--- config.mk ---
export PLATFORM = sky130hd
export DESIGN_NAME = serial_addsub32
export DESIGN_NICKNAME = d
export VERILOG_FILES = /design/src/rtl/serial_add_pkg.sv /design/src/rtl/nibble_slice.sv /design/src/rtl/serial_addsub32.sv
export SDC_FILE = /design/constraint.sdc
export NUM_CORES = 1
export LEC_CHECK = 0
export ABC_CLOCK_PERIOD_IN_PS = 2900
export CORE_ASPECT_RATIO = 0.9
export CORE_MARGIN = 2
export CORE_UTILIZATION = 35
export CTS_BUF_LIST = sky130_fd_sc_hd__clkbuf_4
export CTS_CLUSTER_DIAMETER = 40
export DETAILED_ROUTE_END_ITERATION = 10
export PLACE_DENSITY_LB_ADDON = 0.15
export SYNTH_ARGS = -nofsm -noshare
export SYNTH_HDL_FRONTEND = slang
export SYNTH_SLANG_ARGS = --single-unit
--- constraint.sdc ---
create_clock -name clk -period 2.9 [get_ports clk]
set_input_delay 0.29 -clock clk [delete_from_list [all_inputs] [get_ports clk]]
set_output_delay 0.29 -clock clk [all_outputs]
set_load 0.02 [all_outputs]
--- src/rtl/serial_add_pkg.sv ---
// rtl/serial_add_pkg.sv - shared constants, FSM state type and index-width helper for serial_addsub32
package serial_add_pkg;

    localparam int NIBBLE_W = 4;

    typedef enum logic [1:0] {
        IDLE = 2'd0,
        RUN  = 2'd1,
        DONE = 2'd2
    } sa_state_t;

    function automatic int nib_idx_w(input int width);
        return $clog2(width / NIBBLE_W);
    endfunction

endpackage

--- src/rtl/nibble_slice.sv ---
// rtl/nibble_slice.sv - combinational 4-bit ripple adder slice; c3 tap exists only with SERIAL_ADD_OVF_EN
module nibble_slice (
    input  logic [3:0] x,
    input  logic [3:0] y,
    input  logic       ci,
    output logic [3:0] s,
    output logic       co
`ifdef SERIAL_ADD_OVF_EN
    ,
    output logic       c3
`endif
);

    logic [4:0] w_c;

    always_comb begin
        w_c    = '0;
        s      = '0;
        w_c[0] = ci;
        for (int i = 0; i < 4; i++) begin
            s[i]     = x[i] ^ y[i] ^ w_c[i];
            w_c[i+1] = (x[i] & y[i]) | (x[i] & w_c[i]) | (y[i] & w_c[i]);
        end
    end

    assign co = w_c[4];

`ifdef SERIAL_ADD_OVF_EN
    // Carry into the sign bit; XOR with co gives signed overflow on the top nibble.
    assign c3 = w_c[3];
`endif

endmodule

--- src/rtl/serial_addsub32.sv ---
// rtl/serial_addsub32.sv - nibble-serial add/subtract unit with valid/ready handshakes; overflow flag via SERIAL_ADD_OVF_EN
module serial_addsub32
    import serial_add_pkg::*;
#(
    parameter int WIDTH = 32
) (
    input  logic             clk,
    input  logic             reset,
    input  logic             in_valid,
    output logic             in_ready,
    input  logic [WIDTH-1:0] a,
    input  logic [WIDTH-1:0] b,
    input  logic             sub,
    output logic             out_valid,
    input  logic             out_ready,
    output logic [WIDTH-1:0] result,
    output logic             cout,
    output logic             zero
`ifdef SERIAL_ADD_OVF_EN
    ,
    output logic             overflow
`endif
);

    localparam int NIBBLES = WIDTH / NIBBLE_W;
    localparam int KW      = nib_idx_w(WIDTH);

    sa_state_t        r_state;
    sa_state_t        w_state_next;
    logic [KW-1:0]    r_k;
    logic [WIDTH-1:0] r_a;
    logic [WIDTH-1:0] r_b;
    logic             r_c;
    logic [WIDTH-1:0] r_result;
    logic             r_cout;
    logic             r_zero;

    logic [NIBBLE_W-1:0] w_s;
    logic                w_co;
    logic                w_last;
    logic                w_accept;
    logic [WIDTH-1:0]    w_res_next;

`ifdef SERIAL_ADD_OVF_EN
    logic w_c3;
    logic r_ovf;
`endif

    // Operands shift right one nibble per RUN cycle, so the slice always sees bits [3:0].
    nibble_slice u_slice (
        .x  (r_a[NIBBLE_W-1:0]),
        .y  (r_b[NIBBLE_W-1:0]),
        .ci (r_c),
        .s  (w_s),
        .co (w_co)
`ifdef SERIAL_ADD_OVF_EN
        ,
        .c3 (w_c3)
`endif
    );

    assign w_last     = (r_k == KW'(NIBBLES - 1));
    assign w_accept   = in_valid && in_ready;
    assign w_res_next = {w_s, r_result[WIDTH-1:NIBBLE_W]};

    always_ff @(posedge clk) begin
        if (reset) begin
            r_state <= IDLE;
        end else begin
            r_state <= w_state_next;
        end
    end

    always_comb begin
        w_state_next = r_state;
        in_ready     = 1'b0;
        out_valid    = 1'b0;
        case (r_state)
            IDLE: begin
                in_ready = !reset;
                if (in_valid) begin
                    w_state_next = RUN;
                end
            end
            RUN: begin
                if (w_last) begin
                    w_state_next = DONE;
                end
            end
            DONE: begin
                out_valid = 1'b1;
                if (out_ready) begin
                    w_state_next = IDLE;
                end
            end
            default: w_state_next = IDLE;
        endcase
    end

    // Result fills from the top; after NIBBLES shifts nibble 0 sits at bits [3:0].
    always_ff @(posedge clk) begin
        if (reset) begin
            r_k      <= '0;
            r_a      <= '0;
            r_b      <= '0;
            r_c      <= 1'b0;
            r_result <= '0;
            r_cout   <= 1'b0;
            r_zero   <= 1'b0;
        end else begin
            if (r_state == IDLE && w_accept) begin
                r_a <= a;
                r_b <= b ^ {WIDTH{sub}};
                r_c <= sub;
                r_k <= '0;
            end else if (r_state == RUN) begin
                r_a      <= {{NIBBLE_W{1'b0}}, r_a[WIDTH-1:NIBBLE_W]};
                r_b      <= {{NIBBLE_W{1'b0}}, r_b[WIDTH-1:NIBBLE_W]};
                r_c      <= w_co;
                r_result <= w_res_next;
                if (w_last) begin
                    r_k    <= '0;
                    r_cout <= w_co;
                    r_zero <= (w_res_next == '0);
                end else begin
                    r_k <= r_k + KW'(1);
                end
            end
        end
    end

`ifdef SERIAL_ADD_OVF_EN
    always_ff @(posedge clk) begin
        if (reset) begin
            r_ovf <= 1'b0;
        end else if (r_state == RUN && w_last) begin
            r_ovf <= w_c3 ^ w_co;
        end
    end

    assign overflow = r_ovf;
`endif

    assign result = r_result;
    assign cout   = r_cout;
    assign zero   = r_zero;

endmodule

run_1/metal_stack.png
Drawn at 4 px/um. Only two layers are drawn.
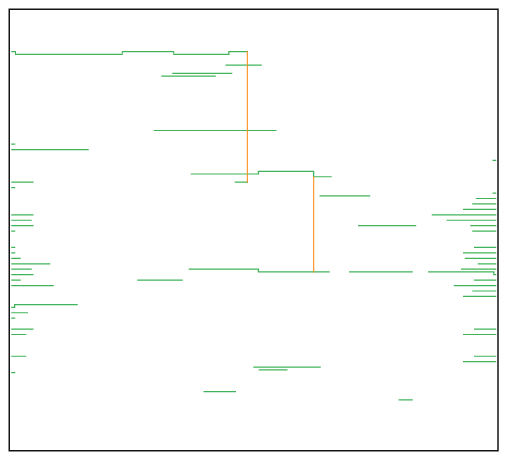
met4: drawn in orange, wire length 56.4 um. met3: drawn in green, wire length 571 um.

run_1/met3.png
Drawn at 3 px/um. Cells faint in the background.
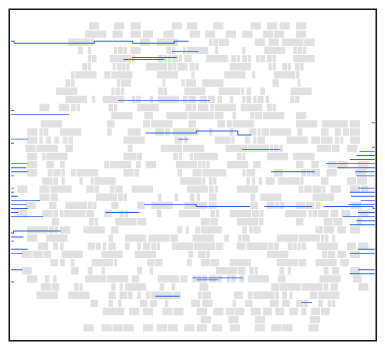
The wires run mostly horizontal. The layer carries 571 um of wire. 55 nets have wire on it.

run_1/final_congestion.png
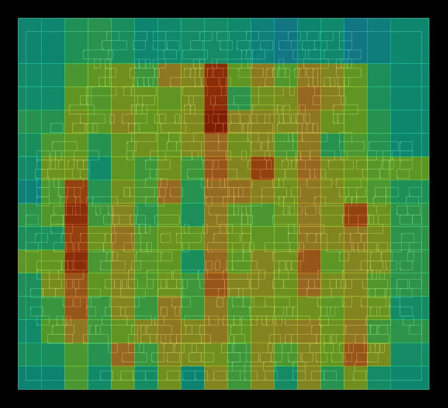
detail-routed net length per standard cell: 14.7 um
busiest layer in global routing: met2
met1 usage in global routing: 0.230
global routing usage on met2: 0.263
fraction of the core area covered by cells at the end of the flow: 0.460

run_1/met1.png
Drawn at 4 px/um. Supply wires on this layer in gray. Cells faint in the background.
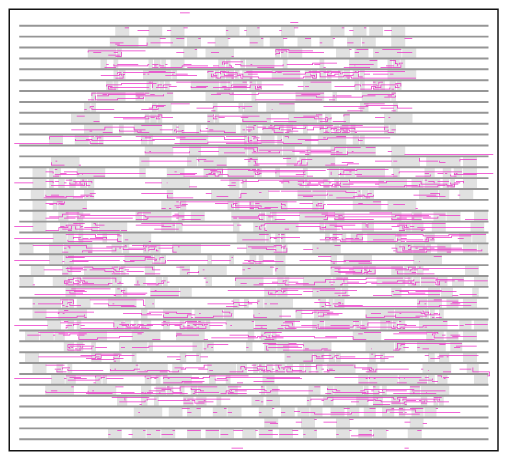
The layer carries 5250 um of wire. The layer holds 47% of the routed length. The wires run mostly horizontal. The longest straight run is 29.0 um. 597 nets have wire on it.

==> flow_metrics.rpt, run 1 <==
==== FLOW RESULTS ====
----------------------------------------------------
[Clock tree]
  H-tree depth reported by CTS ........................ 3
  Buffer cell driving the clock tree root ........................ clkbuf_4
  Sinks on the clock net ........................ 104
  Post-CTS repair timing setup buffer count ........................ 0
  Buffer depth of the longest clock path ........................ 2
  Total clock buffers created by CTS ........................ 9
  CTS tree ........................ yes
  Clock transition time at the flip-flop clock pins of the worst setup and hold paths ........................ 0.16 ns
  Hold buffer count at CTS ........................ 0
  Clock latency on the worst-skew pair ........................ 0.43 ns

[Setup path]
  Critical Path Fanout Max ........................ 2
  Reg2Reg Depth ........................ 11
  Endpoint of the most critical register-to-register path ........................ zero
  Startpoint Class ........................ flip-flop
  CP Data Arrival Time ........................ 3.08 ns
  Endpoint class of the critical path ........................ flip-flop
  Crit path required time ........................ 3.25 ns
  Crit path kind ........................ reg2reg
  Reg-to-reg startpoint ........................ r_a[0]
  Slack of the worst reg-to-reg path ........................ 0.16 ns

[Hold path]
  Hold Path Depth ........................ 2
  Hold Startpoint ........................ reset
  Path class of the lowest-slack min-delay path ........................ in2reg
  Destination of the worst hold path ........................ r_state[1]

[Final timing]
  Count of endpoints failing setup in the final report ........................ 0
  Measured slew at the worst slew-check pin ........................ 1.03 ns
  Slew margin rel. ........................ 0.312
  Worst setup slack after layout ........................ 0.163 ns
  Tmin final ........................ 2.74 ns
  Worst hold-check slack ........................ 0.228 ns
  Pins Over Slew Limit ........................ 0
  Timing-limited maximum frequency ........................ 0.365 GHz
  Unrepaired setup endpoints after global routing ........................ false
  Final critical-path share of the clock period ........................ 0.944
  Final hold vios ........................ 0
  Worst-case clock skew ........................ 0.0241 ns
  TNS Setup ........................ 0 ns

[Synthesis]
  Mapped Avg Cell Area ........................ 8.44 um2
  Yosys chip area ........................ 4370 um2
  Top cells by area ........................ dfxtp_1, a21oi_1, nand2_1
  Count of different cell masters after synthesis ........................ 30
  Mapped cell area ........................ 4370 um2
  Dominant cell area share ........................ 0.476
  Cell total in the yosys stat output ........................ 518
  Number of nets at floorplan ........................ 593
  Tally of yosys warning messages ........................ 0
  Cell type contributing the most total cell area after synthesis ........................ dfxtp_1
  Number of instances in the synthesized netlist ........................ 518
  Register bit count reported by yosys ........................ 104
  Sequential area share after synthesis ........................ 0.476

[Floorplanning]
  Die width ........................ 122 um
  Starting density of the core ........................ 0.361
  Vertical extent of the die ........................ 110 um
  Placement Rows ........................ 38
  Total I/O pin count ........................ 105
  Core Footprint ........................ 12100 um2
  Chip Footprint ........................ 13400 um2

[Outcome]
  Status ........................ finished clean

[Global routing]
  Largest net degree at the start of global routing ........................ 96
  Total congestion overflow ........................ 0
  Number of antenna violations at the first check in global routing ........................ 0
  Vias in the first global route ........................ 3577
  Wire length of the first global-routing pass ........................ 17700 um
  Combined global-route utilization of all metal layers ........................ 0.164

[Detailed routing]
  TritonRoute pass-1 iters ........................ 4
  Number of DRC markers in iteration 0 ........................ 335
  Count of antenna-violating nets left after detailed routing ........................ 0
  Detailed-route DRC error count ........................ 0
  Routed WL ........................ 11100 um
  Vias per Instance ........................ 5.01
  Number of vias in the routed layout ........................ 3785

[Layout]
  Final layout net count ........................ 666
  Synth-to-layout area growth ........................ 27.6%
  Most frequently placed logic cells in the final layout ........................ nand2_1, dfxtp_1, clkdlybuf4s50_1, a21oi_1, a22oi_1
  Combinational Area ........................ 2090 um2
  Top logic cell by instance count in the layout ........................ nand2_1
  Fill cell total of the finished layout ........................ 1214
  Share of layout cells above drive strength 1 ........................ 0.0504
  Count of antenna diodes in the layout ........................ 0
  Flip-flop and latch area ........................ 2080 um2

[Place]
  Worst setup slack before clock tree synthesis ........................ 0.0960 ns
  Port bufs ........................ 104
  Final estimated routing congestion in global placement ........................ 0.790
  Detail Placement HPWL ........................ 7000 um

[Pwr]
  Sw Pwr ........................ 0.776 mW
  Total power density per cell area ........................ 475 nW/um2
  Tot Pwr ........................ 2.65 mW
  Worst IR Drop VDD ........................ 240 uV
  Leakage power of the design ........................ 1.87 nW
  Fraction of power consumed by the clock network ........................ 0.245
  Internal power component ........................ 1.87 mW
  Switching share of total power ........................ 0.293
  Portion of total power attributed to sequential cells ........................ 0.580
  Combinational Power Share ........................ 0.176

[Run]
  OpenROAD warnings ........................ 26
  Count of max-cap constraint violations ........................ 0

----------------------------------------------------
## run 1: flip-flops by register name (all words and copies together), names as in the netlist
signal   cells
r_a         32
r_b         32
result      32
r_k          3
r_state      2
cout         1
r_c          1
zero         1
## run 1: critical path, cell delays in order (launching register included)
cell and delay [ns]:
dfxtp_2 0.36, inv_1 0.05, fa_2 0.37, inv_2 0.07, fa_2 0.19, fa_1 0.15, inv_1 0.05, fa_1 0.53
nor4b_4 0.18, nand4_1 0.09, or4_1 0.40, o31ai_1 0.22
## run 1: layer usage
metal | share of wire | vias to the layer above | global-route usage
met5 | 0 | - | 0
met4 | 0.0050 | 0 | 0.0222
met3 | 0.051 | 4 | 0.0417
met2 | 0.47 | 83 | 0.263
met1 | 0.47 | 1772 | 0.230
li1 | - | 1926 | -
## run 1: cells in the mapped netlist
master    count
a221oi_1      1
a211oi_1      2
nor4b_2       1
buf_4         1
nor4b_4       1
buf_6         1
mux2i_1       2
nand3b_1      1
fa_1          4
nor3_1        6
buf_2        19
nor4b_1       1
or4_1         2
xor2_1       32
buf_1         1
inv_1         7
nand3_1       9
ha_1          2
a22oi_1      55
o31ai_1       2
a21oi_1      96
nand2_1     127
nor2_1        6
dfxtp_1     104
nor2b_1       2
nor4_1        4
nand4_1       1
a311oi_1      2
clkbuf_1     24
nand2b_1      2
## run 1: layout make-up
type	instances	area share
clock buffers	9	0.0121
clock inverters	6	0.00763
inverters	7	0.00471
multi-input cells	361	0.375
flip-flops and latches	104	0.374
well taps	160	0.0359
repair buffers	108	0.191
## run 1: logic make-up (layout without fill, tap and decap cells)
logic type	count (synthesis)	count (layout)	synth area share
AOI/OAI and AO/OA	158	158	0.217
and+or+nand+nor	163	163	0.160
DFF	104	104	0.476
adders and majority gates	6	6	0.0240
buffers and inverters	53	130	0.0535
muxes	2	2	0.00458
xor gates and xnor gates	32	32	0.0641
## run 1: what timing repair did
action | CTS | global route
endpoints found under the setup margin | 0 | 1
gates resized | 0 | 6
hold endpoints to repair | 0 | 0
## run 1: how the worst max path moves through the flow
| stage | cells past startpoint | slack (ns) | startpoint | end |
|---|---|---|---|---|
| 3_5_place_dp | 11 | 0.1 | r_a[0] | zero |
| 6_report | 11 | 0.16 | r_a[0] | zero |
| 4_1_cts | 11 | 0.07 | r_a[0] | zero |
| 2_1_floorplan | 11 | 0.22 | r_a[0] | zero |
| 3_3_place_gp | 11 | 0.12 | r_a[0] | zero |
| 5_1_grt | 11 | 0.007 | r_a[0] | zero |
## run 1: power by group through the flow
stage | clock network [mW] | registers, mW | logic, mW
6_report | 0.647 | 1.53 | 0.465
3_3_place_gp | 0 | 1.56 | 0.459
2_1_floorplan | 0 | 1.56 | 0.282
4_1_cts | 0.686 | 1.53 | 0.465
5_1_grt | 0.735 | 1.54 | 0.515
3_5_place_dp | 0 | 1.57 | 0.462
## run 1: stage by stage
| step | cells | instance area (um2) |
|---|---|---|
| global route | 755 | 5580 |
| detailed placement | 740 | 5450 |
| CTS | 755 | 5560 |
| finish | 755 | 5580 |
| floorplan | 518 | 4370 |
| global placement | 740 | 5450 |
run_1/registers.png
Drawn at 4 px/um. Other sequential cells in the stronger gray, the rest of the logic in the fainter gray.
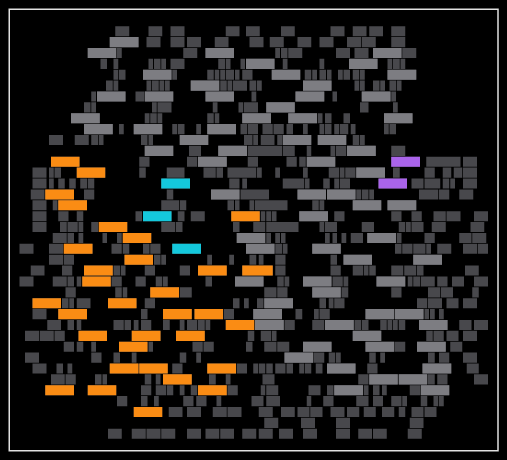

## Run 2: what changed since run 1
Settings changed: GPL_ROUTABILITY_DRIVEN set to 0, SYNTH_HIERARCHICAL set to 1.
run_2/registers.png
Drawn at 4 px/um. Other sequential cells in the stronger gray, the rest of the logic in the fainter gray.
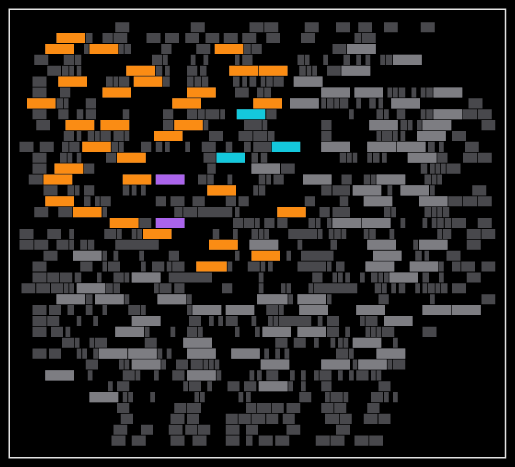
r_state: drawn in purple, flops 2. r_a: drawn in orange, flops 32. r_k: drawn in cyan, flops 3.

==> run 2 against run 1 <==
First-iteration DRC count is 19% lower. Core utilization is 0.12 points higher. Count of clock-buffer cells in the layout stayed put. Register-to-register slack better by 0.08 ns. Routed wire length is 2.1% higher. Setup slack better by 0.078 ns. Clock skew is 0.014 ns lower. Synthesized cell count is 7.9% higher. Largest cell class unchanged.
==> flow_metrics.rpt, run 2 <==
==== FLOW RESULTS ====
----------------------------------------------------
[Outcome]
  Status ........................ finished clean

[Run]
  OpenROAD warnings ........................ 26 (unchanged)
  Count of max-cap constraint violations ........................ 0 (unchanged)

[Layout]
  Share of layout cells above drive strength 1 ........................ 0.0623 (+0.0119)
  Top logic cell by instance count in the layout ........................ nand2_1
  Final layout net count ........................ 713 (+7.1%)
  Count of antenna diodes in the layout ........................ 0 (unchanged)
  Fill cell total of the finished layout ........................ 1246 (+2.6%)
  Synth-to-layout area growth ........................ 29.1%
  Most frequently placed logic cells in the final layout ........................ nand2_1, dfxtp_1, clkdlybuf4s50_1, a21oi_1, nor2_1

[Floorplanning]
  Die width ........................ 124 um (+1.6%)
  Chip Footprint ........................ 13800 um2 (+3.2%)
  Placement Rows ........................ 39 (+2.6%)
  Core Footprint ........................ 12600 um2 (+4.2%)
  Vertical extent of the die ........................ 112 um (+1.6%)
  Total I/O pin count ........................ 105 (unchanged)
  Starting density of the core ........................ 0.357 (-0.00339)

[Synthesis]
  Flip-flops with a built-in enable ........................ 0 (unchanged)
  Tally of yosys warning messages ........................ 6 (+6)
  Most frequent cells after synthesis ........................ nand2_1, dfxtp_1, a21oi_1
  Cell type contributing the most total cell area after synthesis ........................ dfxtp_1
  Number of nets at floorplan ........................ 634 (+6.9%)
  Count of different cell masters after synthesis ........................ 27 (-10%)
  Dominant synthesized flop cell ........................ dfxtp_1
  Dominant cell area share ........................ 0.461 (-0.0150)
  Sequential area share after synthesis ........................ 0.461 (-0.0150)
  Mapped cell area ........................ 4510 um2 (+3.3%)
  Async set or reset register ratio after synthesis ........................ 0 (unchanged)
  Register bit count reported by yosys ........................ 104 (unchanged)
  Top cells by area ........................ dfxtp_1, nand2_1, a21oi_1
  Top cell type by instance count after synthesis ........................ nand2_1
  Number of instances in the synthesized netlist ........................ 559 (+7.9%)
  Yosys chip area ........................ 4510 um2 (+3.3%)
  Cell total in the yosys stat output ........................ 559 (+7.9%)
  Mapped Avg Cell Area ........................ 8.08 um2 (-4.3%)

[Setup path]
  Max stage delay on crit path ........................ 0.47 ns (-0.06 ns)
  Slowest library cell on the worst path ........................ fa_1
  Most frequent cell on the critical path ........................ inv_1
  Endpoint class of the critical path ........................ flip-flop
  Startpoint Class ........................ flip-flop
  Crit path required time ........................ 3.28 ns (+0.03 ns)
  Slack of the worst reg-to-reg path ........................ 0.24 ns (+0.08 ns)
  Worst-path cell chain ........................ inv_1 -> fa_2 -> inv_2 -> fa_2 -> fa_1 -> inv_1 -> fa_1 -> inv_1 -> nor4_2 -> nand4_1 -> or4_1 -> o31ai_2
  Critical Path Fanout Max ........................ 2 (unchanged)
  Crit path kind ........................ reg2reg

[Place]
  Detail Placement HPWL ........................ 7830 um (+12%)
  Port bufs ........................ 104 (unchanged)

[Global routing]
  Total congestion overflow ........................ 0 (unchanged)
  Number of antenna violations at the first check in global routing ........................ 0 (unchanged)
  Vias in the first global route ........................ 3871 (+8.2%)
  Wire length of the first global-routing pass ........................ 19000 um (+7.8%)
  Largest net degree at the start of global routing ........................ 62 (-35%)
  Combined global-route utilization of all metal layers ........................ 0.172 (+0.00842)

[Final timing]
  Final critical-path share of the clock period ........................ 0.917 (-0.0269)
  Unrepaired setup endpoints after global routing ........................ false
  TNS Setup ........................ 0 ns (unchanged)
  Pins Over Slew Limit ........................ 0 (unchanged)
  Worst-case clock skew ........................ 0.0105 ns (-0.0135 ns)
  Final hold vios ........................ 0 (unchanged)
  Count of endpoints failing setup in the final report ........................ 0 (unchanged)
  Tmin final ........................ 2.66 ns (-0.0781 ns)
  Timing-limited maximum frequency ........................ 0.376 GHz (+2.9%)
  Measured slew at the worst slew-check pin ........................ 0.652 ns (-0.380 ns)
  Slew margin rel. ........................ 0.565 (+0.253)

[Pwr]
  Tot Pwr ........................ 2.94 mW (+11%)
  Leakage power of the design ........................ 1.98 nW (+6.2%)
  Total power density per cell area ........................ 504 nW/um2 (+6.1%)
  Worst IR Drop VDD ........................ 248 uV (+3.6%)

[Clock tree]
  H-tree depth reported by CTS ........................ 3 (unchanged)
  Sinks on the clock net ........................ 104 (unchanged)
  Total clock buffers created by CTS ........................ 9 (unchanged)
  Clock latency on the worst-skew pair ........................ 0.45 ns (+0.02 ns)
  Hold buffer count at CTS ........................ 0 (unchanged)
  Buffer cell driving the clock tree root ........................ clkbuf_4
  Buffer depth of the longest clock path ........................ 2 (unchanged)
  Clock transition time at the flip-flop clock pins of the worst setup and hold paths ........................ 0.15 ns (about the same)

[Detailed routing]
  Count of antenna-violating nets left after detailed routing ........................ 0 (unchanged)
  Number of vias in the routed layout ........................ 4033 (+6.6%)
  Routed WL ........................ 11300 um (+2.1%)
  Number of DRC markers in iteration 0 ........................ 272 (-19%)
  Vias per Instance ........................ 5.00 (-0.19%)
  TritonRoute pass-1 iters ........................ 4 (unchanged)

[Hold path]
  Path class of the lowest-slack min-delay path ........................ in2reg

----------------------------------------------------
[run 2: worst paths after layout]
check               from      to  depth (start not counted)
setup / recovery  r_b[0]    zero                         12
hold / removal     reset  r_a[6]                          2
setup reg to reg  r_b[0]    zero                         12
hold reg to reg   r_a[9]  r_a[9]                          2
[run 2: per-layer routing]
layer	global-route usage	vias up	share of wire	routed length, um
li1	-	2048	-	-
met1	0.243	1892	0.48	5490
met2	0.266	85	0.47	5290
met3	0.0441	8	0.043	485
met4	0.0364	0	0.0072	82
met5	0	-	0	0
[run 2: critical path: cells and delay by family, from the launching register on]
kind | cells | cell delay, ns
compound gates | 1 | 0.17
fa+ha+maj | 4 | 1.18
flops | 1 | 0.35
buf+inv | 4 | 0.24
simple gates | 3 | 0.65
[run 2: through the flow]
step / std cells / utilization / hold WS, ns / area, um2 / setup WS, ns
2_1_floorplan: 559 / - / 0.426 / 4510 / 0.163
3_3_place_gp: 791 / 0.446 / 0.444 / 5640 / 0.0550
3_5_place_dp: 791 / 0.446 / 0.448 / 5640 / 0.0337
4_1_cts: 806 / 0.460 / 0.270 / 5810 / 0.0182
5_1_grt: 806 / 0.461 / 0.279 / 5830 / 0.0572
6_report: 806 / 0.461 / 0.323 / 5830 / 0.241
[run 2: logic make-up after synthesis]
family	count (synthesis)	share of synthesized area
adders and majority gates	6	0.0233
muxes	2	0.00443
and+or+nand+nor	232	0.212
AOI/OAI and AO/OA	125	0.182
DFF	104	0.461
buffers and inverters	58	0.0554
xor gates and xnor gates	32	0.0621
[run 2: layout make-up]
type	count	area, um2	share of cell area
multi-input combinational	397	2200	0.378
tap	164	205	0.0352
clock inverter	6	109	0.0187
timing repair buffer	116	1120	0.193
sequential	104	2080	0.358
clock buffer	9	67.6	0.0116
inverter	10	37.5	0.00644
[run 2: timing repair]
item                       in CTS  in global routing
resized                         0                  6
setup endpoints to repair       1                  1
cloned                          0                  0
pin swaps                       1                  2
setup buffers                   0                  0
[run 2: power by group]
group	internal [mW]	total [mW]	switching, mW
registers	1.50	1.55	0.0461
clock network	0.429	0.894	0.465
logic	0.213	0.491	0.279
Power and IR drop assume default switching activity.
